<file path="config.mk">
export PLATFORM = sky130hd
export DESIGN_NAME = vga_timing_gen
export DESIGN_NICKNAME = d
export VERILOG_FILES = /design/src/rtl/vga_timing_gen.sv
export SDC_FILE = /design/constraint.sdc
export NUM_CORES = 1
export LEC_CHECK = 0
export CORE_AREA = 8 8 64 66
export CTS_BUF_LIST = sky130_fd_sc_hd__clkbuf_8
export CTS_CLUSTER_DIAMETER = 60
export DETAILED_ROUTE_END_ITERATION = 12
export DIE_AREA = 0 0 72 74
export GPL_TIMING_DRIVEN = 0
export PLACE_DENSITY = 0.72
export SLEW_MARGIN = 10
export SYNTH_ARGS = -nofsm -noshare
export SYNTH_HDL_FRONTEND = slang
export SYNTH_SLANG_ARGS = --single-unit
</file>
<file path="constraint.sdc">
create_clock -name clk -period 3 [get_ports clk]
set_input_delay 0.6 -clock clk [delete_from_list [all_inputs] [get_ports clk]]
set_output_delay 0.6 -clock clk [all_outputs]
set_load 0.05 [all_outputs]
</file>
<file path="src/rtl/vga_timing_gen.sv">
// VGA timing generator: divides clk to the pixel rate, walks col/row over the frame, and decodes syncs, the visible window and strobes.
// Every output is decoded from registered state only; dropping en stops the block and rewinds it to pixel (0,0), div 0.
module vga_timing_gen #(
  parameter int unsigned H_VISIBLE = 640,
  parameter int unsigned H_FP      = 16,
  parameter int unsigned H_SYNC    = 96,
  parameter int unsigned H_BP      = 48,
  parameter int unsigned V_VISIBLE = 480,
  parameter int unsigned V_FP      = 10,
  parameter int unsigned V_SYNC    = 2,
  parameter int unsigned V_BP      = 33,
  parameter int unsigned CLK_DIV   = 2
) (
  input  logic        clk,
  input  logic        reset,
  input  logic        en,
  output logic [10:0] row,
  output logic [10:0] col,
  output logic        hsync,
  output logic        vsync,
  output logic        vga_output_valid,
  output logic        pix_tick,
  output logic        line_start,
  output logic        frame_start
);

  localparam int unsigned H_TOTAL = H_VISIBLE + H_FP + H_SYNC + H_BP;
  localparam int unsigned V_TOTAL = V_VISIBLE + V_FP + V_SYNC + V_BP;

  // Widths hold the full total so that sync-end bounds never wrap
  localparam int unsigned HW = $clog2(H_TOTAL + 1);
  localparam int unsigned VW = $clog2(V_TOTAL + 1);
  localparam int unsigned DW = (CLK_DIV > 1) ? $clog2(CLK_DIV) : 1;

  localparam logic [HW-1:0] H_LAST   = HW'(H_TOTAL - 1);
  localparam logic [HW-1:0] H_VIS    = HW'(H_VISIBLE);
  localparam logic [HW-1:0] HS_START = HW'(H_VISIBLE + H_FP);
  localparam logic [HW-1:0] HS_END   = HW'(H_VISIBLE + H_FP + H_SYNC);
  localparam logic [VW-1:0] V_LAST   = VW'(V_TOTAL - 1);
  localparam logic [VW-1:0] V_VIS    = VW'(V_VISIBLE);
  localparam logic [VW-1:0] VS_START = VW'(V_VISIBLE + V_FP);
  localparam logic [VW-1:0] VS_END   = VW'(V_VISIBLE + V_FP + V_SYNC);
  localparam logic [DW-1:0] DIV_LAST = DW'(CLK_DIV - 1);

  typedef enum logic {STOPPED = 1'b0, RUNNING = 1'b1} state_t;

  state_t        state;
  logic [DW-1:0] div_q;
  logic [HW-1:0] col_q;
  logic [VW-1:0] row_q;
  logic          running;
  logic          tick;

  assign running = (state == RUNNING);
  assign tick    = running && (div_q == DIV_LAST);

  always_ff @(posedge clk or negedge reset) begin
    if (!reset) begin
      state <= STOPPED;
      div_q <= '0;
      col_q <= '0;
      row_q <= '0;
    end else begin
      case (state)
        STOPPED: begin
          div_q <= '0;
          col_q <= '0;
          row_q <= '0;
          if (en) state <= RUNNING;
        end
        RUNNING: begin
          if (!en) begin
            state <= STOPPED;
            div_q <= '0;
            col_q <= '0;
            row_q <= '0;
          end else begin
            div_q <= (div_q == DIV_LAST) ? '0 : div_q + 1'b1;
            if (div_q == DIV_LAST) begin
              if (col_q == H_LAST) begin
                col_q <= '0;
                row_q <= (row_q == V_LAST) ? '0 : row_q + 1'b1;
              end else begin
                col_q <= col_q + 1'b1;
              end
            end
          end
        end
        default: begin
          state <= STOPPED;
          div_q <= '0;
          col_q <= '0;
          row_q <= '0;
        end
      endcase
    end
  end

  // Counters are already zero while stopped, so row/col need no gating
  assign row              = 11'(row_q);
  assign col              = 11'(col_q);
  assign pix_tick         = tick;
  assign hsync            = ~(running && (col_q >= HS_START) && (col_q < HS_END));
  assign vsync            = ~(running && (row_q >= VS_START) && (row_q < VS_END));
  assign vga_output_valid = running && (col_q < H_VIS) && (row_q < V_VIS);
  assign line_start       = running && (div_q == '0) && (col_q == '0);
  assign frame_start      = line_start && (row_q == '0);

endmodule

</file>
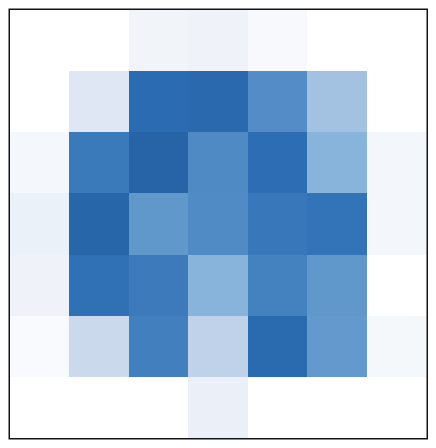
(images/cell_density.png)
7 x 7 tiles, from white (low) to dark blue (high), 0 to 100% covered.
fullest tile	80%
tiles over 75% full	12%
mean over tiles	32%
densest ninth of the die	centre

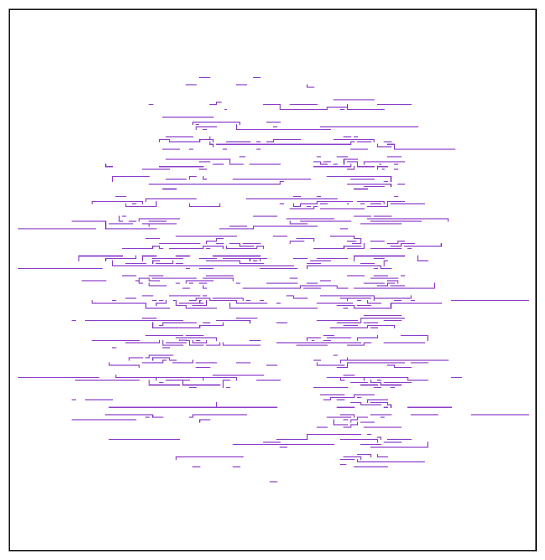
(images/layer_met1.png)
share of all routed wire	45%
longest straight run	24.8 um
main direction	horizontal
wire length on this layer	1460 um

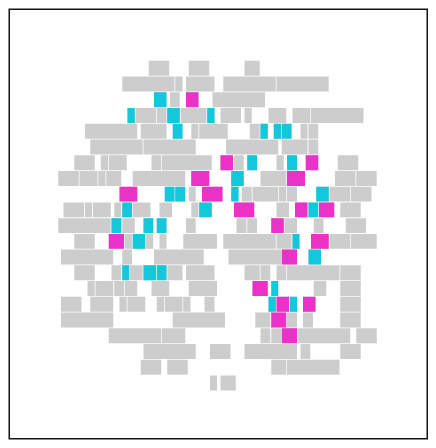
(images/logic_types.png)
family	colour	cells
NAND gates	cyan	30
AND and OR gates	magenta	19

==> run_results.csv <==
group,metric,value,unit
power_and_ir_drop,intPower,0.4330,mW
setup_path,crit_path_start,"col_q[2]",
floorplan,chipHeight,74,um
timing,final-setup-viol-count,0,
routing,num_vias,1213,
job,cap_violations,0,
yosys,yosys_warnings,0,
floorplan,tapcell.inserted,46,
setup_path,critPathMaxStageDelay,0.50,ns
setup_path,cp_data_required_time,2.40,ns
yosys,synth.cellmix.adderShare,4.604,%
min_path,worst_hold_startpoint,"col_q[1]",
setup_path,crit_cells,5,
global_routing,top_usage_layer,"met2",
setup_path,path_max_fanout,7,
timing,timing.clock.skew,0.006296,ns
yosys,yosys_area,1359,sq um
setup_path,r2r_cells,5,
finish,seq_area_share,31.05,%
yosys,yosysTopAreaCellShare,40.52,%
yosys,synth_cell_types,37,
power_and_ir_drop,power_combinational,0.0605,mW
yosys,synth-compound-area-share,11.14,%
floorplan,die-area,5328,sq um
finish,signal_buffer_area_fraction,19.48,%
global_routing,overflow,0,
global_routing,globalRouteMet3Util,4.178,%
power_and_ir_drop,leakagePower,0.6830,nW
power_and_ir_drop,p_clk_share,37.0,%
routing,drtIter0Drc,126,
global_routing,grt_first_pass_wirelength,5513,um
timing,max_freq,360.4,MHz
finish,top_area_cell_class,"combinational gates",
global_routing,initial_antenna_violation_count,0,
power_and_ir_drop,power_sequential,0.300,mW
min_path,hold_class,"flip-flop to flip-flop",
floorplan,initial_core_util,42.74,%
min_path,min_delay_path_depth,2,
yosys,synth.area.mux_share,0,%
status,status,"finished clean",
floorplan,pin_count,31,
finish,ff_count,22,
floorplan,fp.coreArea,3179,sq um
finish,mostFrequentLayoutCell,"sky130_fd_sc_hd__clkdlybuf4s50_1",
yosys,synth.cells.most_frequent,"22 x sky130_fd_sc_hd__dfrtp_1, 12 x sky130_fd_sc_hd__nand3_1, 11 x sky130_fd_sc_hd__nor2_1",
power_and_ir_drop,power.group.top,"sequential cells",
yosys,synthSimpleGateAreaFrac,32.32,%
setup_path,worst_setup_path_endpoint,"frame_start",
power_and_ir_drop,clk-power,0.212,mW
clock_network,clkLatencyLatePin,0.26,ns
setup_path,path_delay_family,"simple AND/OR/NAND/NOR gates",
power_and_ir_drop,seq_power_share,52.4,%
clock_network,cts_root_buffer,"sky130_fd_sc_hd__clkbuf_8",
yosys,yosysTopAreaCell,"sky130_fd_sc_hd__dfrtp_1",
finish,layout_top_registers,"col_q: 10 flops, row_q: 10 flops",
placed_design,routabilityCongestion,0.8862,
yosys,largest_cells_by_area,"sky130_fd_sc_hd__dfrtp_1 41%, sky130_fd_sc_hd__ha_1 4.6%, sky130_fd_sc_hd__nand3_1 4.4%, sky130_fd_sc_hd__xnor2_1 3.9%, sky130_fd_sc_hd__o21ai_0 3.7%",
finish,clock_cell_area_share,3.105,%
clock_network,setup_repair_bufs_after_cts,0,
yosys,synth_seq_share,40.52,%
setup_path,reg2reg_setup_slack,0.98,ns
placed_design,dpl.hpwl,2397,um
timing,slew_violations,0,
routing,drt-met1-wl,1462,um
setup_path,critical_path.endpoint_type,"output port",
timing,rsz0062_at_grt,"false",
routing,drc_errors,0,
finish,most-common-layout-cells,"26 x sky130_fd_sc_hd__clkdlybuf4s50_1, 22 x sky130_fd_sc_hd__dfrtp_1, 12 x sky130_fd_sc_hd__nand3_1, 11 x sky130_fd_sc_hd__nor2_1",
clock_network,cts_made_buffers,3,
finish,final_net_count,191,
routing,met2RoutedLength,1481,um
finish,layout.comb_gates.multi_input,114,
timing,worst_slack,0.2255,ns
setup_path,crit_chain,"nor4_1 > nand3_1 > nor4b_4 > and4_1 > clkdlybuf4s15_1",
power_and_ir_drop,power,0.5731,mW
finish,nonClockInverterCount,5,
yosys,synth-xor-area-share,5.157,%
clock_network,cts.htree.levels,1,
clock_network,cts_max_path_buffers,2,
power_and_ir_drop,switching_share,24.45,%
finish,final_util,55.77,%
setup_path,critical_path_class,"flip-flop to output port",
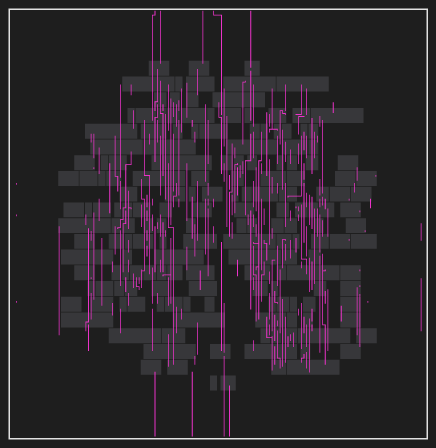
(images/layer_met2.png)
main direction	vertical
longest straight run	27.4 um

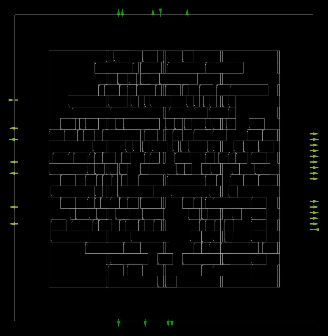
(images/placement.png)
final instance count without filler cells: 228
number of fill cells in the layout: 305

No activity file was given, so power comes from the tool's default toggle rates.
